### Signal wires by layer, run 1

The bar under the picture is 50 um long.
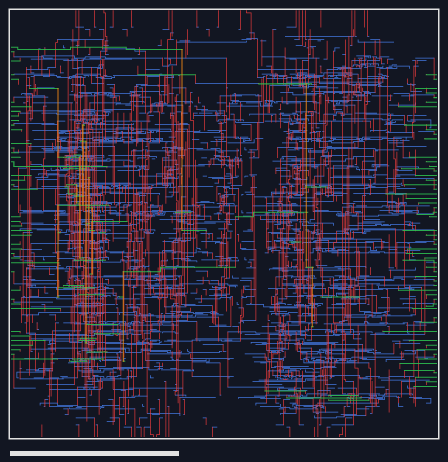
### Drive-strength map, run 1

The bar under the picture is 50 um long.
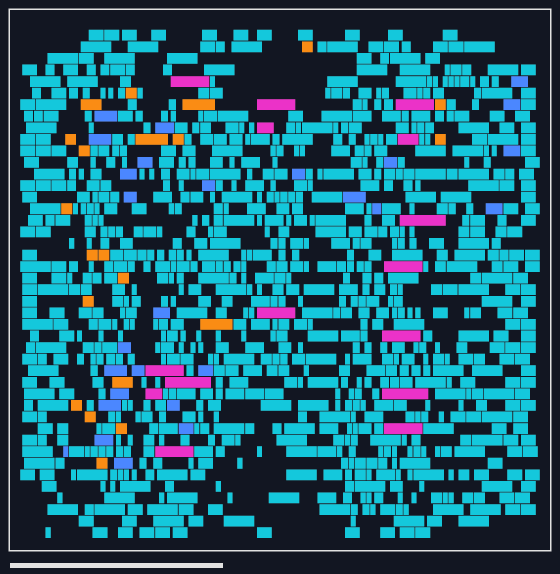
### Clock nets, run 1

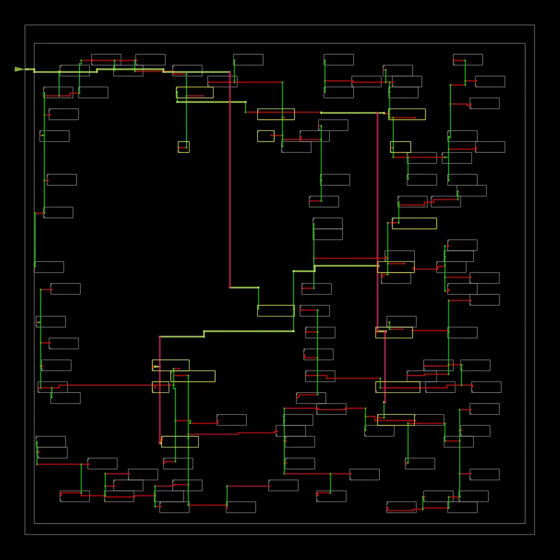
**config.mk**
```make
export PLATFORM = sky130hd
export DESIGN_NAME = pe_os_r8_acc_flat
export DESIGN_NICKNAME = d
export VERILOG_FILES = /design/src/rtl/pe_r8_pkg.sv /design/src/rtl/pe_os_r8_acc_if.sv /design/src/rtl/r8_pp_sum.sv /design/src/rtl/pe_os_r8_acc.sv /design/src/flat_wrapper.sv
export SDC_FILE = /design/constraint.sdc
export NUM_CORES = 1
export LEC_CHECK = 0
export ABC_CLOCK_PERIOD_IN_PS = 6100
export CORE_MARGIN = 2
export CORE_UTILIZATION = 45
export DETAILED_ROUTE_END_ITERATION = 8
export PLACE_DENSITY_LB_ADDON = 0.12
export SYNTH_ARGS = -nofsm -noshare
export SYNTH_HDL_FRONTEND = slang
export SYNTH_SLANG_ARGS = --single-unit
```
**constraint.sdc**
```tcl
create_clock -name CLK -period 6.1 [get_ports CLK]
set_input_delay 1.22 -clock CLK [delete_from_list [all_inputs] [get_ports CLK]]
set_output_delay 1.22 -clock CLK [all_outputs]
set_load 0.005 [all_outputs]
```
**src/rtl/pe_r8_pkg.sv**
```systemverilog
// Shared types and helpers for the radix-8 Booth processing elements.
// Group count, Booth group bundle, tile states, error bits, saturating add.
package pe_r8_pkg;

  function automatic int gc_of(input int w);
    return (w + 3) / 3;
  endfunction

  typedef struct packed {
    logic s;
    logic d;
    logic t;
    logic q;
    logic n;
  } booth_t;

  typedef enum logic [0:0] {
    IDLE = 1'b0,
    RUN  = 1'b1
  } tile_st_t;

  localparam int ERR_SEQ = 0;
  localparam int ERR_OVR = 1;
  localparam int ERR_SAT = 2;

  function automatic logic add_ovf(
    input logic signed [63:0] a,
    input logic signed [63:0] b,
    input int                 w
  );
    logic signed [63:0] sum;
    logic signed [63:0] hi;
    sum = a + b;
    hi  = (64'sd1 <<< (w - 1)) - 64'sd1;
    return (sum > hi) || (sum < (-hi - 64'sd1));
  endfunction

  function automatic logic signed [63:0] sat_add(
    input logic signed [63:0] a,
    input logic signed [63:0] b,
    input int                 w,
    input logic               sat
  );
    logic signed [63:0] sum;
    logic signed [63:0] hi;
    logic signed [63:0] lo;
    sum = a + b;
    hi  = (64'sd1 <<< (w - 1)) - 64'sd1;
    lo  = -hi - 64'sd1;
    if (sat && (sum > hi)) sum = hi;
    if (sat && (sum < lo)) sum = lo;
    return sum;
  endfunction

endpackage

```
**src/rtl/pe_os_r8_acc_if.sv**
```systemverilog
// Operand/control bundle carried between neighbouring PEs.
// The producer uses master, the consuming PE uses slave.
interface pe_os_r8_acc_if
  import pe_r8_pkg::*;
#(
  parameter int WIDTH = 8,
  parameter int GC    = gc_of(WIDTH)
);
  logic                    VLD;
  logic                    CLR;
  logic                    LAST;
  logic [GC-1:0]           s;
  logic [GC-1:0]           d;
  logic [GC-1:0]           t;
  logic [GC-1:0]           q;
  logic [GC-1:0]           n;
  logic signed [WIDTH-1:0] Y;
  logic signed [WIDTH+1:0] TMY;

  modport master (
    output VLD, CLR, LAST,
    output s, d, t, q, n,
    output Y, TMY
  );

  modport slave (
    input VLD, CLR, LAST,
    input s, d, t, q, n,
    input Y, TMY
  );
endinterface

```
**src/rtl/r8_pp_sum.sv**
```systemverilog
// Radix-8 Booth partial-product select and shift-add.
// Priority q>t>d>s per group; no magnitude bit yields zero.
module r8_pp_sum
  import pe_r8_pkg::*;
#(
  parameter int WIDTH = 8,
  parameter int GC    = gc_of(WIDTH)
) (
  input  logic [GC-1:0]             s,
  input  logic [GC-1:0]             d,
  input  logic [GC-1:0]             t,
  input  logic [GC-1:0]             q,
  input  logic [GC-1:0]             n,
  input  logic signed [WIDTH-1:0]   Y,
  input  logic signed [WIDTH+1:0]   TMY,
  output logic signed [2*WIDTH+1:0] P
);
  localparam int PW = 2 * WIDTH + 2;

  logic signed [PW-1:0] y1;
  logic signed [PW-1:0] y2;
  logic signed [PW-1:0] y3;
  logic signed [PW-1:0] y4;
  booth_t               grp;
  logic signed [PW-1:0] mag;

  assign y1 = {{(PW-WIDTH){Y[WIDTH-1]}}, Y};
  assign y2 = y1 <<< 1;
  assign y4 = y1 <<< 2;
  assign y3 = {{(PW-WIDTH-2){TMY[WIDTH+1]}}, TMY};

  // select each group's multiple, apply sign, weight by 8^g and sum
  always_comb begin
    P   = '0;
    grp = '0;
    mag = '0;
    for (int g = 0; g < GC; g++) begin
      grp = '{s: s[g], d: d[g], t: t[g], q: q[g], n: n[g]};
      if (grp.q)      mag = y4;
      else if (grp.t) mag = y3;
      else if (grp.d) mag = y2;
      else if (grp.s) mag = y1;
      else            mag = '0;
      if (grp.n) mag = -mag;
      P = P + (mag <<< (3 * g));
    end
  end
endmodule

```
**src/rtl/pe_os_r8_acc.sv**
```systemverilog
// Output-stationary radix-8 Booth PE: operand forwarding, 2-stage MAC,
// tile FSM, optional saturation and a daisy-chained shadow result.
module pe_os_r8_acc
  import pe_r8_pkg::*;
#(
  parameter int WIDTH = 8,
  parameter int GC    = gc_of(WIDTH),
  parameter int GUARD = 4,
  parameter int ACC_W = 2 * WIDTH + GUARD,
  parameter int SAT   = 0
) (
  input  logic             CLK,
  input  logic             RST,
  pe_os_r8_acc_if.slave    opnd,
  pe_os_r8_acc_if.master   fwd,
  output logic [ACC_W-1:0] MAC_OUT,
  input  logic [ACC_W-1:0] RES_IN,
  input  logic             RES_IN_VLD,
  input  logic             RES_SHIFT,
  output logic [ACC_W-1:0] RES_OUT,
  output logic             RES_OUT_VLD,
  output logic [2:0]       ERR
);
  localparam int PW = 2 * WIDTH + 2;

  logic signed [PW-1:0] p0;
  logic signed [PW-1:0] p1;
  logic                 vld1;
  logic                 clr1;
  logic                 last1;

  tile_st_t             st;
  tile_st_t             st_n;
  logic                 acc_en;
  logic                 acc_clr;
  logic                 cap;
  logic                 seq_err;

  logic [ACC_W-1:0]     acc;
  logic [ACC_W-1:0]     acc_nxt;
  logic signed [63:0]   base64;
  logic signed [63:0]   p64;
  logic                 ovf;
  logic                 lost;

  r8_pp_sum #(
    .WIDTH (WIDTH),
    .GC    (GC)
  ) u_pp (
    .s   (opnd.s),
    .d   (opnd.d),
    .t   (opnd.t),
    .q   (opnd.q),
    .n   (opnd.n),
    .Y   (opnd.Y),
    .TMY (opnd.TMY),
    .P   (p0)
  );

  // forward every operand and control bit to the neighbours, ungated
  always_ff @(posedge CLK) begin
    if (RST) begin
      fwd.VLD  <= 1'b0;
      fwd.CLR  <= 1'b0;
      fwd.LAST <= 1'b0;
      fwd.s    <= '0;
      fwd.d    <= '0;
      fwd.t    <= '0;
      fwd.q    <= '0;
      fwd.n    <= '0;
      fwd.Y    <= '0;
      fwd.TMY  <= '0;
    end else begin
      fwd.VLD  <= opnd.VLD;
      fwd.CLR  <= opnd.CLR;
      fwd.LAST <= opnd.LAST;
      fwd.s    <= opnd.s;
      fwd.d    <= opnd.d;
      fwd.t    <= opnd.t;
      fwd.q    <= opnd.q;
      fwd.n    <= opnd.n;
      fwd.Y    <= opnd.Y;
      fwd.TMY  <= opnd.TMY;
    end
  end

  // stage 1: register the product with its beat controls
  always_ff @(posedge CLK) begin
    if (RST) begin
      p1    <= '0;
      vld1  <= 1'b0;
      clr1  <= 1'b0;
      last1 <= 1'b0;
    end else begin
      p1    <= p0;
      vld1  <= opnd.VLD;
      clr1  <= opnd.CLR;
      last1 <= opnd.LAST;
    end
  end

  // tile state register
  always_ff @(posedge CLK) begin
    if (RST) st <= IDLE;
    else     st <= st_n;
  end

  // tile next-state and beat actions from stage-1 controls
  always_comb begin
    st_n    = st;
    acc_en  = 1'b0;
    acc_clr = 1'b0;
    cap     = 1'b0;
    seq_err = 1'b0;
    if (vld1) begin
      unique case (st)
        IDLE: begin
          if (clr1) begin
            acc_en  = 1'b1;
            acc_clr = 1'b1;
            cap     = last1;
            st_n    = last1 ? IDLE : RUN;
          end else begin
            seq_err = 1'b1;
          end
        end
        RUN: begin
          acc_en  = 1'b1;
          acc_clr = clr1;
          seq_err = clr1;
          cap     = last1;
          if (last1) st_n = IDLE;
        end
        default: st_n = IDLE;
      endcase
    end
  end

  // next accumulator value, wrapped or clamped
  always_comb begin
    base64  = acc_clr ? 64'sd0
                      : {{(64-ACC_W){acc[ACC_W-1]}}, acc};
    p64     = {{(64-PW){p1[PW-1]}}, p1};
    ovf     = add_ovf(base64, p64, ACC_W);
    acc_nxt = ACC_W'(sat_add(base64, p64, ACC_W, SAT != 0));
  end

  // stage 2: accumulate on accepted beats
  always_ff @(posedge CLK) begin
    if (RST)         acc <= '0;
    else if (acc_en) acc <= acc_nxt;
  end

  assign MAC_OUT = acc;

  // a capture destroys either incoming chain data or an undrained result
  assign lost = cap & (RES_SHIFT ? RES_IN_VLD : RES_OUT_VLD);

  // shadow result: capture at tile end, otherwise shift down the column
  always_ff @(posedge CLK) begin
    if (RST) begin
      RES_OUT     <= '0;
      RES_OUT_VLD <= 1'b0;
    end else if (cap) begin
      RES_OUT     <= acc_nxt;
      RES_OUT_VLD <= 1'b1;
    end else if (RES_SHIFT) begin
      RES_OUT     <= RES_IN;
      RES_OUT_VLD <= RES_IN_VLD;
    end
  end

  // sticky error flags
  always_ff @(posedge CLK) begin
    if (RST) begin
      ERR <= '0;
    end else begin
      if (seq_err) ERR[ERR_SEQ] <= 1'b1;
      if (lost)    ERR[ERR_OVR] <= 1'b1;
      if (acc_en && ovf && (SAT != 0)) ERR[ERR_SAT] <= 1'b1;
    end
  end
endmodule

```
**src/flat_wrapper.sv**
```systemverilog
// flat-port wrapper written by rule: the top's interface ports become plain ports
module pe_os_r8_acc_flat import pe_r8_pkg::*;
#(
  parameter int WIDTH = 8,
  parameter int GC    = gc_of(WIDTH),
  parameter int GUARD = 4,
  parameter int ACC_W = 2 * WIDTH + GUARD,
  parameter int SAT   = 0
)
  (CLK, RST, MAC_OUT, RES_IN, RES_IN_VLD, RES_SHIFT, RES_OUT, RES_OUT_VLD, ERR, opnd_VLD, opnd_CLR, opnd_LAST, opnd_s, opnd_d, opnd_t, opnd_q, opnd_n, opnd_Y, opnd_TMY, fwd_VLD, fwd_CLR, fwd_LAST, fwd_s, fwd_d, fwd_t, fwd_q, fwd_n, fwd_Y, fwd_TMY);
  pe_os_r8_acc_if #(.WIDTH(WIDTH), .GC(GC)) opnd_i ();
  pe_os_r8_acc_if #(.WIDTH(WIDTH), .GC(GC)) fwd_i ();
  input  logic CLK;
  input  logic RST;
  output logic [ACC_W-1:0] MAC_OUT;
  input  logic [ACC_W-1:0] RES_IN;
  input  logic RES_IN_VLD;
  input  logic RES_SHIFT;
  output logic [ACC_W-1:0] RES_OUT;
  output logic RES_OUT_VLD;
  output logic [2:0] ERR;
  input wire logic [$bits(opnd_i.VLD)-1:0] opnd_VLD;
  input wire logic [$bits(opnd_i.CLR)-1:0] opnd_CLR;
  input wire logic [$bits(opnd_i.LAST)-1:0] opnd_LAST;
  input wire logic [$bits(opnd_i.s)-1:0] opnd_s;
  input wire logic [$bits(opnd_i.d)-1:0] opnd_d;
  input wire logic [$bits(opnd_i.t)-1:0] opnd_t;
  input wire logic [$bits(opnd_i.q)-1:0] opnd_q;
  input wire logic [$bits(opnd_i.n)-1:0] opnd_n;
  input wire logic [$bits(opnd_i.Y)-1:0] opnd_Y;
  input wire logic [$bits(opnd_i.TMY)-1:0] opnd_TMY;
  output wire logic [$bits(fwd_i.VLD)-1:0] fwd_VLD;
  output wire logic [$bits(fwd_i.CLR)-1:0] fwd_CLR;
  output wire logic [$bits(fwd_i.LAST)-1:0] fwd_LAST;
  output wire logic [$bits(fwd_i.s)-1:0] fwd_s;
  output wire logic [$bits(fwd_i.d)-1:0] fwd_d;
  output wire logic [$bits(fwd_i.t)-1:0] fwd_t;
  output wire logic [$bits(fwd_i.q)-1:0] fwd_q;
  output wire logic [$bits(fwd_i.n)-1:0] fwd_n;
  output wire logic [$bits(fwd_i.Y)-1:0] fwd_Y;
  output wire logic [$bits(fwd_i.TMY)-1:0] fwd_TMY;
  assign opnd_i.VLD = opnd_VLD;
  assign opnd_i.CLR = opnd_CLR;
  assign opnd_i.LAST = opnd_LAST;
  assign opnd_i.s = opnd_s;
  assign opnd_i.d = opnd_d;
  assign opnd_i.t = opnd_t;
  assign opnd_i.q = opnd_q;
  assign opnd_i.n = opnd_n;
  assign opnd_i.Y = opnd_Y;
  assign opnd_i.TMY = opnd_TMY;
  assign fwd_VLD = fwd_i.VLD;
  assign fwd_CLR = fwd_i.CLR;
  assign fwd_LAST = fwd_i.LAST;
  assign fwd_s = fwd_i.s;
  assign fwd_d = fwd_i.d;
  assign fwd_t = fwd_i.t;
  assign fwd_q = fwd_i.q;
  assign fwd_n = fwd_i.n;
  assign fwd_Y = fwd_i.Y;
  assign fwd_TMY = fwd_i.TMY;
  pe_os_r8_acc #(.WIDTH(WIDTH), .GC(GC), .GUARD(GUARD), .ACC_W(ACC_W), .SAT(SAT)) u_core (.CLK(CLK), .RST(RST), .opnd(opnd_i), .fwd(fwd_i), .MAC_OUT(MAC_OUT), .RES_IN(RES_IN), .RES_IN_VLD(RES_IN_VLD), .RES_SHIFT(RES_SHIFT), .RES_OUT(RES_OUT), .RES_OUT_VLD(RES_OUT_VLD), .ERR(ERR));
endmodule
```
==> impl_metrics.ini, run 1 <==
; generated from flow reports
[min_path]
worstHoldPathType = flip-flop to flip-flop

[yosys]
netlist_instances = 836
syn_nets = 948
synth_flop_count = 98
yosys.area.top_type = dfxtp_1
flop_cell = dfxtp_1
yosysTopAreaCellShare_pct = 28.8
syn_area_mm2 = 0.00681
synth-async-reset-ratio_pct = 0
mux_share_pct = 3.62
ys_warn_count = 0
ys_sh_aoi_pct = 22.3
edf_count = 0
xor_share_pct = 6.82

[power]
p_leak_nw = 3.52
total_power_mw = 2.28
p_int_mw = 1.53
seq_power_share_pct = 32.4
netSwitchingPower_mw = 0.748
powerDensity_mw_per_mm2 = 264
vdd_drop_max_mv = 0.141
p_sw_share_pct = 32.8

[clocking]
cts_resized = 0
clk_pin_slew_ns = 0.07
cts_tree = yes

[timing]
fin_tns_setup_ns = 0
final-setup-viol-count = 0
maxSlewHeadroom_pct = 20.2
finClkSkew_ns = 0.0103
hold_viol_final = 0

[die]
core_area_mm2 = 0.0146
fp_util_pct = 46.5
ios = 140

[route]
routed_wl_um = 16600
drt_iter0_drc = 314
first_pass_iters = 4
vias = 5995

[finish]
largest_class = logic gates
seqAreaFraction_pct = 22.8
diodes = 0
nets = 1061
sh_comb_area_pct = 51.2
fin_cells = 1138
comb_area_mm2 = 0.00441
clkbuf_count = 10

[grt]
grt.met2_usage_pct = 34.2
grtUsageMet1_pct = 27.4
met3_usage_pct = 4.27
grt_busiest_layer = met2
grt_pass1_wl_um = 27300

[critical_path]
critPathLaunch = opnd_d[1]
rrSetupSlack_ns = 2.32
cp-endpoint = u_core.p1[16]$_SDFF_PP0_
crit_family = AND-OR/OR-AND gates
worst_path_most_repeated_cell = ha_1
r2r_start = u_core.fwd.VLD$_SDFF_PP0_
cp.arrival_ns = 5.61
end_kind = flip-flop

[place]
placed_area_mm2 = 0.00826
gp_congestion = 0.876
dp_cells = 1122

[job]
tool_warnings = 26
cap_violations = 0

[run_status]
outcome = finished clean
Back to the opening pictures, 'Signal wires by layer':
[metal 2] red | wire length: 7530 um
[metal 4] orange | wire length: 354 um
[metal 1] blue | wire length: 7820 um
[metal 3] green | wire length: 859 um

Back to the opening pictures, 'Drive-strength map':
[_6 and larger] magenta | cells: 15 | most used: clkbuf_16
[_3 and _4 cells] orange | cells: 21 | most used: buf_4
[_2 cells] blue | cells: 27 | most used: mux2_2
[_0 and _1 cells] cyan | cells: 891 | most used: clkdlybuf4s50_1
Area Overhead vs Synth: 26.7%
bufs w/o clock: 152
final instance area: 0.00862 mm^2

Back to the opening pictures, 'Clock nets':
clk sinks: 98
clk latency late pin: 0.35 ns

==> run 1: synth_stat cells (14+ instances only) <==
master    number
dfxtp_1       98
nand2_1       79
nor2_1        78
a21oi_1       61
nor2b_1       47
inv_1         44
ha_1          39
xnor2_1       39
o21ai_0       37
a211oi_1      30
clkbuf_1      26
and2_1        21
mux2i_1       19
nand3_1       17
xor2_1        14
==> run 1: worst register-to-register path, cell delays in order, from the launching register on <==
cell	delay [ns]
dfxtp_1	0.38
nand2_1	0.49
and2_1	0.22
ha_1	0.19
inv_1	0.07
fa_1	0.40
nor2b_1	0.15
o21ai_1	0.09
a21boi_1	0.24
o21ai_1	0.15
a21oi_1	0.27
nor4b_2	0.11
o31ai_1	0.52
nor3_1	0.09
a2111oi_1	0.31
--- run 2 (diff from run 1) ---
--- a/config.mk
+++ b/config.mk
@@ -8,6 +8,7 @@
 export ABC_CLOCK_PERIOD_IN_PS = 6100
 export CORE_MARGIN = 2
 export CORE_UTILIZATION = 45
+export CTS_BUF_LIST = sky130_fd_sc_hd__clkbuf_4 sky130_fd_sc_hd__clkbuf_8
 export DETAILED_ROUTE_END_ITERATION = 8
 export PLACE_DENSITY_LB_ADDON = 0.12
 export SYNTH_ARGS = -nofsm -noshare
### Drive-strength map, run 2

The bar under the picture is 50 um long.
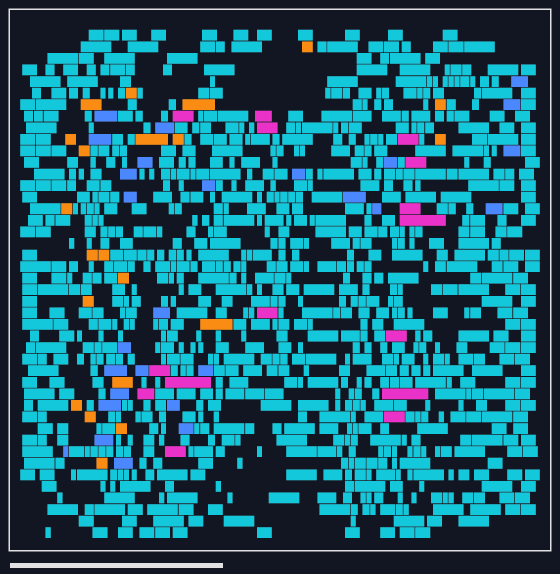
[_6 and larger] magenta | cells: 15 | most used: clkbuf_8
[_2 cells] blue | cells: 27 | most used: mux2_2
[_3 and _4 cells] orange | cells: 21 | most used: buf_4
[_0 and _1 cells] cyan | cells: 891 | most used: clkdlybuf4s50_1
final worst slack: 0.792 ns
final instance area: 0.00852 mm^2
Area Overhead vs Synth: 25.2%

### Signal wires by layer, run 2

The bar under the picture is 50 um long.
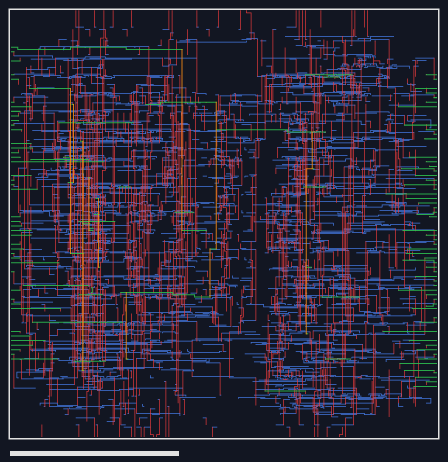
[metal 4] orange | wire length: 369 um
[metal 2] red | wire length: 7460 um
[metal 1] blue | wire length: 7870 um
[metal 3] green | wire length: 827 um
DRT Wirelength: 16500 um
routed wire length per instance: 14.5 um
GRT Resource Usage Total: 20.6%
via count: 5956

==> run 2 against run 1 <==
  * Fmax rose by 1.1%
  * Non-clock buffer count is the same
  * Core utilization is 0.69 points lower
  * Synthesized area unchanged
  * Global-route usage is 0.052 points lower
  * Largest cell class unchanged
==> impl_metrics.ini, run 2 <==
; generated from flow reports
[run_status]
outcome = finished clean

[yosys]
ys_top_logic_family = AND-OR/OR-AND gates
syn_avg_cell_area_um2 = 8.14
ys_cells = 836
syn_nets = 948
topCellsByArea = dfxtp_1, ha_1, xnor2_1, a21oi_1, nand2_1
netlist_instances = 836
ys_warn_count = 0
flop_cell = dfxtp_1
yosys.area.top_type = dfxtp_1
ys_sh_aoi_pct = 22.3
synth_flop_count = 98
syn_area_mm2 = 0.00681
most_common_cell = dfxtp_1
ys_seq_share_pct = 28.8
ys_area_mm2 = 0.00681
synthDistinctLibCells = 69
synthTopCellsByCount = dfxtp_1, nand2_1, nor2_1, a21oi_1, nor2b_1
ys_sh_adder_pct = 11.0
mux_share_pct = 3.62
yosysTopAreaCellShare_pct = 28.8
synth-async-reset-ratio_pct = 0
xor_share_pct = 6.82
edf_count = 0
ys_sh_simple_pct = 21.1

[timing]
maxSlewHeadroom_pct = 20.8
fin_hold_ws_ns = 0.476
final-setup-viol-count = 0
hold_viol_final = 0
min_period_ns = 5.31
fin_tns_setup_ns = 0
slew_viol_final = 0
timing.final.crit_share_pct = 87.0
rsz0062_at_grt = false
tightest_slew_ns = 1.19
fmax_mhz = 188
finClkSkew_ns = 0.0198

[finish]
lay_top_count = clkdlybuf4s50_1
fin_cells = 1138
nFillCells = 1411
most-common-layout-cells = clkdlybuf4s50_1, dfxtp_1, nand2_1
diodes = 0
drive_above_1_share_pct = 6.60
nets = 1061

[clocking]
clockBufferDepth = 2
cts_setup_buffers = 0
cts_tree = yes
cts_buffers = 9
worstSkewPairLatency_ns = 0.39
clk_pin_slew_ns = 0.10
clock_sinks = 98
cts_root_buf = clkbuf_8
htreeDepth = 3
hold_buffers = 0
cts_resized = 0

[critical_path]
worstPathMaxFanout = 11
critPathLaunch = opnd_d[1]
crit_path_start_kind = input port
worst_path_most_repeated_cell = ha_1
crit_buf_inv = 2
r2r-end = u_core.RES_OUT[18]$_SDFFE_PP0P_
cp.arrival_ns = 5.62
end_kind = flip-flop
rrSetupSlack_ns = 2.32
path_class = input port to flip-flop
r2r_start = u_core.fwd.VLD$_SDFF_PP0_
cp_cell_sequence = clkdlybuf4s50_1 > nor2b_1 > a221oi_1 > a211o_1 > ha_1 > inv_1 > nand2_1 > xnor2_1 > ha_1 > ha_1 > a21o_1 > a21o_1 > a21oi_1 > o21a_1 > o21ai_1 > o41ai_1 > o21ai_0 > nand2b_1 > mux2i_1
cp.depth = 19
cp-endpoint = u_core.p1[17]$_SDFF_PP0_
crit_family = AND-OR/OR-AND gates
crit_slowest_cell = clkdlybuf4s50_1
cp.required_ns = 6.41
reg2regPathDepth = 14
max_stage_delay_ns = 0.59

[power]
powerDensity_mw_per_mm2 = 251
combPwrFrac_pct = 40.2
p_leak_nw = 3.47
seq_power_share_pct = 34.5
p_sw_share_pct = 34.4
comb_power_mw = 0.858
p_clk_mw = 0.540
p_int_mw = 1.40
netSwitchingPower_mw = 0.734
pg_seq_mw = 0.737
power_leader = combinational cells
power.clock.fraction_pct = 25.3
vdd_drop_max_mv = 0.106

[grt]
grt.met2_usage_pct = 34.0
grt_overflow = 0
grtUsageMet1_pct = 27.3
grt_max_degree = 96
antenna_found_initial = 0
grt_pass1_vias = 5552
grt_busiest_layer = met2
grt_pass1_wl_um = 27200
met3_usage_pct = 3.77

[min_path]
holdPathEnd = u_core.MAC_OUT[14]$_SDFFE_PP0P_
worstHoldStart = u_core.MAC_OUT[14]$_SDFFE_PP0P_
hold_depth = 2
worstHoldPathType = flip-flop to flip-flop

[die]
die_h_um = 127
core_area_mm2 = 0.0146
chipWidth_um = 127
rows = 44
ios = 140
fp_util_pct = 46.5
chipArea_mm2 = 0.0161

[job]
tool_warnings = 26
cap_violations = 0

[route]
drt_iter0_drc = 332
viasPerCell = 5.23
dr_wl_met2_um = 7460
met1_length_um = 7870
drc_errors = 0
route.met3.wl_um = 826
ant_nets = 0
maxUsedRoutingLayer = met4
first_pass_iters = 5

[place]
dp_hpwl_um = 12600
placed_area_mm2 = 0.00826
portBuffers = 138
dpl_worst_slack_ns = 0.396
gp_congestion = 0.876
dp_cells = 1122
==> run 2: cell counts in the layout (fill, tap and decap cells not counted) <==
Identical to the previous run, type by type.
==> run 2: cell type report <==
cell class | instances | area, um^2 | area share, %
multi-input combinational | 641 | 4410 | 51.8
tap | 184 | 230 | 2.70
sequential | 98 | 1960 | 23.0
clock inverter | 6 | 120 | 1.41
inverter | 47 | 176 | 2.07
clock buffer | 10 | 138 | 1.62
timing repair buffer | 152 | 1480 | 17.4
==> run 2: stage by stage <==
step / util [%] / power, mW
after CTS: 58.2 / 2.16
after global placement: 56.4 / 1.61
final: 58.2 / 2.14
after floorplan: - / 1.38
after detailed placement: 56.4 / 1.61
after global routing: 58.2 / 2.30
Power is estimated from default activity; no workload was simulated.
